==> src/rtl/pipelined_adder_nb.sv <==
// rtl/pipelined_adder_nb.sv - segmented, elastic pipelined ripple-carry adder/subtractor
module pipelined_adder_nb #(
    parameter int WIDTH = 25,
    parameter int SEG   = 8
) (
    input  logic             clk,
    input  logic             rst,
    input  logic             in_valid,
    output logic             in_ready,
    input  logic [WIDTH-1:0] a,
    input  logic [WIDTH-1:0] b,
    input  logic             c_in,
    input  logic             sub,
    output logic             out_valid,
    input  logic             out_ready,
    output logic [WIDTH:0]   sum
);
    localparam int NSTG = (WIDTH + SEG - 1) / SEG;

    logic             adv;
    logic [WIDTH-1:0] eb;
    logic             ec;

    // The whole pipe moves as one unit: it advances whenever the output slot is free or being drained.
    assign adv      = out_ready | ~out_valid;
    assign in_ready = adv;

    // Subtraction is a + ~b + 1, so c_in is overridden when sub is set.
    assign eb = sub ? ~b : b;
    assign ec = sub | c_in;

    for (genvar k = 0; k < NSTG; k++) begin : g_stg
        localparam int LO = k * SEG;
        localparam int SW = (k == NSTG - 1) ? (WIDTH - LO) : SEG;
        localparam int HI = LO + SW;

        logic [SW-1:0] a_seg;
        logic [SW-1:0] b_seg;
        logic          c_i;
        logic          v_i;
        logic [SW:0]   seg;
        logic [HI-1:0] s_nx;

        logic [HI-1:0] s_r;
        logic          c_r;
        logic          v_r;

        if (k == 0) begin : g_head
            assign a_seg = a[SW-1:0];
            assign b_seg = eb[SW-1:0];
            assign c_i   = ec;
            assign v_i   = in_valid;
            assign s_nx  = seg[SW-1:0];
        end else begin : g_body
            // Operand bits for this segment arrive at the bottom of the previous stage's skew register.
            assign a_seg = g_stg[k-1].g_skew.a_r[SW-1:0];
            assign b_seg = g_stg[k-1].g_skew.b_r[SW-1:0];
            assign c_i   = g_stg[k-1].c_r;
            assign v_i   = g_stg[k-1].v_r;
            assign s_nx  = {seg[SW-1:0], g_stg[k-1].s_r};
        end

        assign seg = {1'b0, a_seg} + {1'b0, b_seg} + {{SW{1'b0}}, c_i};

        // Register this segment's partial sum (deskewed low bits included), its carry-out and the valid bit.
        always_ff @(posedge clk) begin
            if (rst) begin
                s_r <= '0;
                c_r <= 1'b0;
                v_r <= 1'b0;
            end else if (adv) begin
                s_r <= s_nx;
                c_r <= seg[SW];
                v_r <= v_i;
            end
        end

        if (k < NSTG - 1) begin : g_skew
            logic [WIDTH-HI-1:0] a_r;
            logic [WIDTH-HI-1:0] b_r;
            logic [WIDTH-HI-1:0] a_nx;
            logic [WIDTH-HI-1:0] b_nx;

            if (k == 0) begin : g_src_port
                assign a_nx = a[WIDTH-1:HI];
                assign b_nx = eb[WIDTH-1:HI];
            end else begin : g_src_prev
                assign a_nx = g_stg[k-1].g_skew.a_r[WIDTH-LO-1:SW];
                assign b_nx = g_stg[k-1].g_skew.b_r[WIDTH-LO-1:SW];
            end

            // Carry the not-yet-added operand bits forward, dropping the segment consumed here.
            always_ff @(posedge clk) begin
                if (rst) begin
                    a_r <= '0;
                    b_r <= '0;
                end else if (adv) begin
                    a_r <= a_nx;
                    b_r <= b_nx;
                end
            end
        end
    end

    assign out_valid = g_stg[NSTG-1].v_r;
    assign sum       = {g_stg[NSTG-1].c_r, g_stg[NSTG-1].s_r};

endmodule

==> config.mk <==
export PLATFORM = sky130hd
export DESIGN_NAME = pipelined_adder_nb
export DESIGN_NICKNAME = d
export VERILOG_FILES = /design/src/rtl/pipelined_adder_nb.sv
export SDC_FILE = /design/constraint.sdc
export NUM_CORES = 1
export LEC_CHECK = 0
export ABC_AREA = 0
export CORE_UTILIZATION = 50
export CTS_CLUSTER_DIAMETER = 50
export DETAILED_ROUTE_END_ITERATION = 7
export PLACE_DENSITY = 0.71
export SLEW_MARGIN = 20
export SYNTH_ARGS = -nofsm -noshare
export SYNTH_HDL_FRONTEND = slang
export SYNTH_SLANG_ARGS = --single-unit
==> constraint.sdc <==
create_clock -name clk -period 3.87 [get_ports clk]
set_input_delay 0.774 -clock clk [delete_from_list [all_inputs] [get_ports clk]]
set_output_delay 0.774 -clock clk [all_outputs]
set_load 0.1 [all_outputs]
==> run_1/met1.png <==
Bar = 20 um.
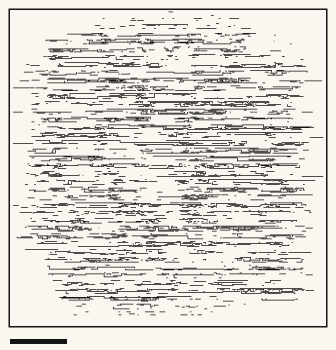
longest straight run: 29.4 um
wire length on this layer: 5840 um
main direction: horizontal
nets with wire on the layer: 769

==> run_1/met2.png <==
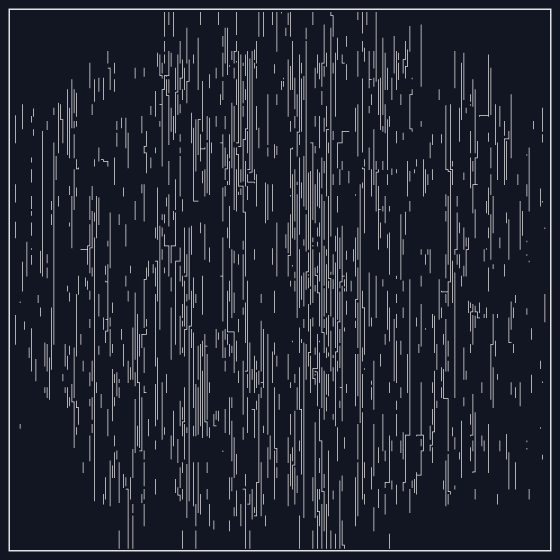
main direction: vertical
wire length on this layer: 5380 um

==> deck_impl_summary.md, run 1 <==
Implementation Results

Critical path
  • CP Depth: 9
  • Required time of the critical path: 4.18 ns
  • Ordered cell list for the critical path: clkdlybuf4s50_1, buf_4, xor2_1, inv_1, fa_1, nor2b_4, o2111a_1, o21ai_0, a32o_1
  • Launching point of the worst reg2reg path: g_stg[0].c_r

Yosys
  • EDFF count, synth: 0
  • Dominant register cell: sky130_fd_sc_hd__dfxtp_1
  • Leading area contributor after synthesis: sky130_fd_sc_hd__dfxtp_1
  • Simple-gate share of the synthesized area: 18.1%
  • Cell area after synthesis: approximately 5900 um^2
  • Multiplexer area fraction after synthesis: 0.768%
  • Net count entering floorplan: 781
  • Yosys warning total: 0
  • Post-synth area from yosys stat: 5860 um^2
  • Number of library cell types mapped by synthesis: 47
  • Top cells by instance count after synthesis: 200 x sky130_fd_sc_hd__nand2_1, 135 x sky130_fd_sc_hd__dfxtp_1, 113 x sky130_fd_sc_hd__a21oi_1
  • Area share of the largest cell type after synthesis: 46.1%

Hold path
  • Hold Path Origin: g_stg[3].s_r[2]
  • Worst min-delay path class: register to register

Final layout
  • Layout Area Growth over Synthesis: 25.1%
  • Leading cell type in the layout, fill and taps excluded: sky130_fd_sc_hd__nand2_1
  • Fraction of final layout cells with drive strength greater than 1: 6.88%
  • Ant. Diodes: 0

Routing
  • Residual antenna-violating net count after detailed routing: 0
  • Number of detailed-routing iterations run before antenna repair: 5
  • Total via count in the routed design: 4729
  • Met2 wire length: about 5400 um

CTS
  • CTS Hold Buffers Added: 0
  • Latency at later pin: 0.42 ns
  • CTS HTree Levels: 4
  • Register clock-pin slew on the reported worst setup and hold paths: 0.06 ns
  • Setup Buffers After CTS: 0
  • Buffer cell driving the clock tree root: sky130_fd_sc_hd__clkbuf_16

Placed design
  • Cell area reported after detailed placement: 6710 um^2
  • Placed cell count: approximately 880
  • Detail Placement HPWL: 8210 um

STA
  • Final Hold Fails: 0
  • Slew HR: around a third
  • Post-route worst hold slack: 0.449 ns
  • Measured slew at the worst slew-check pin: 0.978 ns

GRT
  • Number of global-route vias before repair: 4329
  • Met1 usage: 26.9%

Die
  • Core Box Area: 11400 um^2
  • Number of I/O pins: 84
  • FP Core Util: 51.3%

Run status
  • Status: finished clean

Power and ir drop
  • Switching component of the power: approximately 0.91 mW
  • Internal power of the cells: 2.78 mW
  • Sequential power share: 42.0%
  • Leakage dissipation: 2.90 nW
==> run_1/met3.png <==
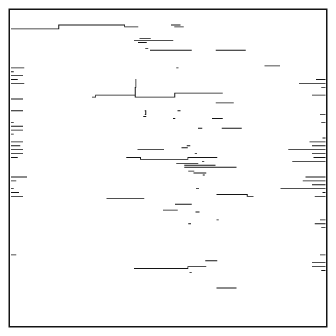
nets with wire on the layer: 71
longest straight run: 23.0 um
main direction: horizontal
wire length on this layer: 523 um

==> run 1: registers in the layout (all words and copies together) (netlist names) <==
register,flops
g_stg.g_skew.b_r,27
g_stg.v_r,3
out_valid,1
g_stg.g_skew.a_r,27
g_stg.s_r,73
g_stg.c_r,4
==> run 1: cells by family after synthesis <==
kind of cell,after synthesis
flops,135
xor+xnor,35
fa+ha+maj,28
compound gates,178
mux,4
simple gates,258
buf+inv,59
==> run 1: layout make-up <==
cell class                 count  area, um^2
clock buffer                  21         480
clock inverter                11         146
fill                         984        4080
inverter                      10        40.0
multi-input combinational    503        2880
sequential                   135        2700
tap                          143         179
timing repair buffer          90         903
==> run_1/final_congestion.png <==
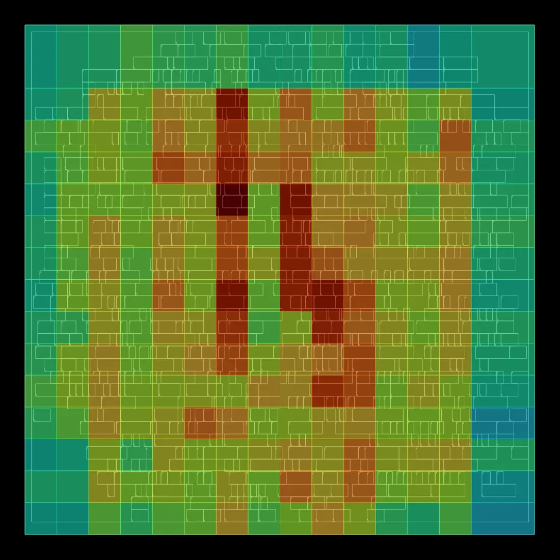

==> run 2, diff against run 1 <==
- CORE_UTILIZATION: 50 -> 49
- PLACE_DENSITY: 0.71 -> 0.73
- clock period: 3.87 -> 2.5 ns (I/O delays scaled with it)
==> run_2/final_congestion.png <==
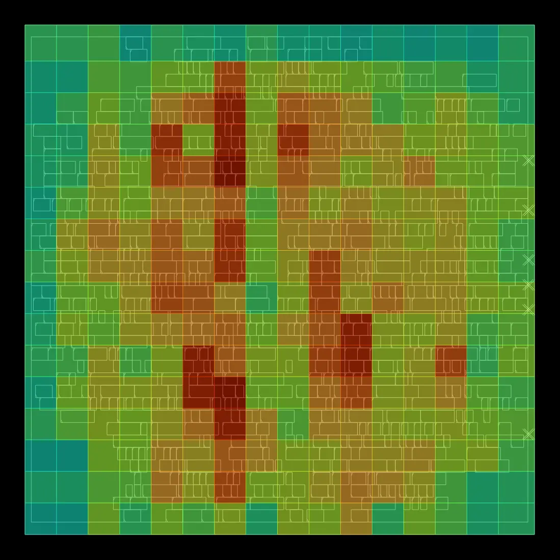
met1 usage: 27.8%
Global Route met3 Usage: 3.97%
share of the core filled with cells in the final layout: 64.1%
routed wire length per instance: 13.8 um
met2 global-route usage: 35.4%

==> deck_impl_summary.md, run 2 <==
Implementation Results

Routing
  • Residual DRC: 12
  • Met2 wire length: 6180 um
  • Total via count in the routed design: 4881
  • Residual antenna-violating net count after detailed routing: 0
  • Number of detailed-routing iterations run before antenna repair: 6

Power and ir drop
  • Sequential power share: 43.4%
  • Leakage dissipation: 3.04 nW
  • Internal power of the cells: 3.97 mW

Placed design
  • Cell area reported after detailed placement: roughly 6800 um^2
  • Detail Placement HPWL: 8970 um

Final layout
  • Registers with the most flip-flops: g_stg.s_r: 73 flops, g_stg.g_skew.a_r: 27 flops, g_stg.g_skew.b_r: 27 flops
  • Ant. Diodes: 0
  • Number of inserted filler cells in the final layout: 984
  • Combinational cell area excluding buffers and inverters: 2890 um^2
  • Layout Area Growth over Synthesis: 25.9%
  • Number of flip-flops under the largest register name: 73
  • Register ranked first by flip-flop count: g_stg.s_r
  • Sequential cell area in the final layout: 2700 um^2
  • Fraction of final layout cells with drive strength greater than 1: 13.3%

Yosys
  • Dominant register cell: sky130_fd_sc_hd__dfxtp_1
  • Net count entering floorplan: ~800
  • EDFF count, synth: 0
  • Area share of the largest cell type after synthesis: 46.1%
  • Top cells by instance count after synthesis: 200 x sky130_fd_sc_hd__nand2_1, 135 x sky130_fd_sc_hd__dfxtp_1, 113 x sky130_fd_sc_hd__a21oi_1
  • Number of library cell types mapped by synthesis: around 47
  • Leading area contributor after synthesis: sky130_fd_sc_hd__dfxtp_1
  • Post-synth area from yosys stat: around 5900 um^2
  • Yosys warning total: 0

Hold path
  • Worst min-delay path class: register to register
  • Hold Path Origin: g_stg[2].s_r[2]

Die
  • FP Core Util: 50.9%
  • Core Box Area: 11500 um^2
  • Number of I/O pins: 84

Critical path
  • CP Depth: 9
  • Launching point of the worst reg2reg path: g_stg[0].c_r
  • Ordered cell list for the critical path: clkdlybuf4s50_1, or2_4, fa_2, inv_2, fa_2, nor2b_4, o2111a_1, or3_1, a32o_1
  • Required time of the critical path: 2.79 ns

CTS
  • Latency at later pin: 0.41 ns
  • CTS Hold Buffers Added: 0

STA
  • Final Hold Fails: 0
  • Post-route worst hold slack: 0.449 ns
  • Slew HR: 68.9%
  • Measured slew at the worst slew-check pin: about 0.47 ns

Run status
  • Violations in the final reports: design-rule violations
  • Status: complete, but fails checks

GRT
  • Number of global-route vias before repair: 4625
==> run_2/met3.png <==
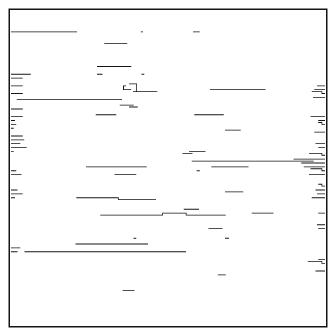
wire length on this layer: 602 um
main direction: horizontal
share of all routed wire: 4.7%
longest straight run: 56.6 um
nets with wire on the layer: 67

run 2: area by class of cell:
type                    count  area share, %
inverters                  10          0.542
multi-input cells         503           39.2
clock inverters            15           1.76
flip-flops and latches    135           36.6
well taps                 143           2.42
repair buffers            112           13.7
clock buffers              17           5.76
run 2: repair_timing:
action / 4_1_cts / 5_1_grt
endpoints found under the setup margin: 1 / 0
gates resized: 1 / 0
hold endpoints to repair: 0 / 0
buffers inserted: 0 / 0
run 2: kinds of logic after synthesis:
logic type               count (synthesis)  synth area share, %
adder cells (fa/ha/maj)                 28                 6.87
AND-OR/OR-AND                          178                 18.1
buffers and inverters                   59                 4.84
AND/OR/NAND/NOR                        258                 18.1
multiplexers                             4                0.768
XOR/XNOR                                35                 5.23
flip-flops                             135                 46.1
No activity file was given, so power comes from the tool's default toggle rates.
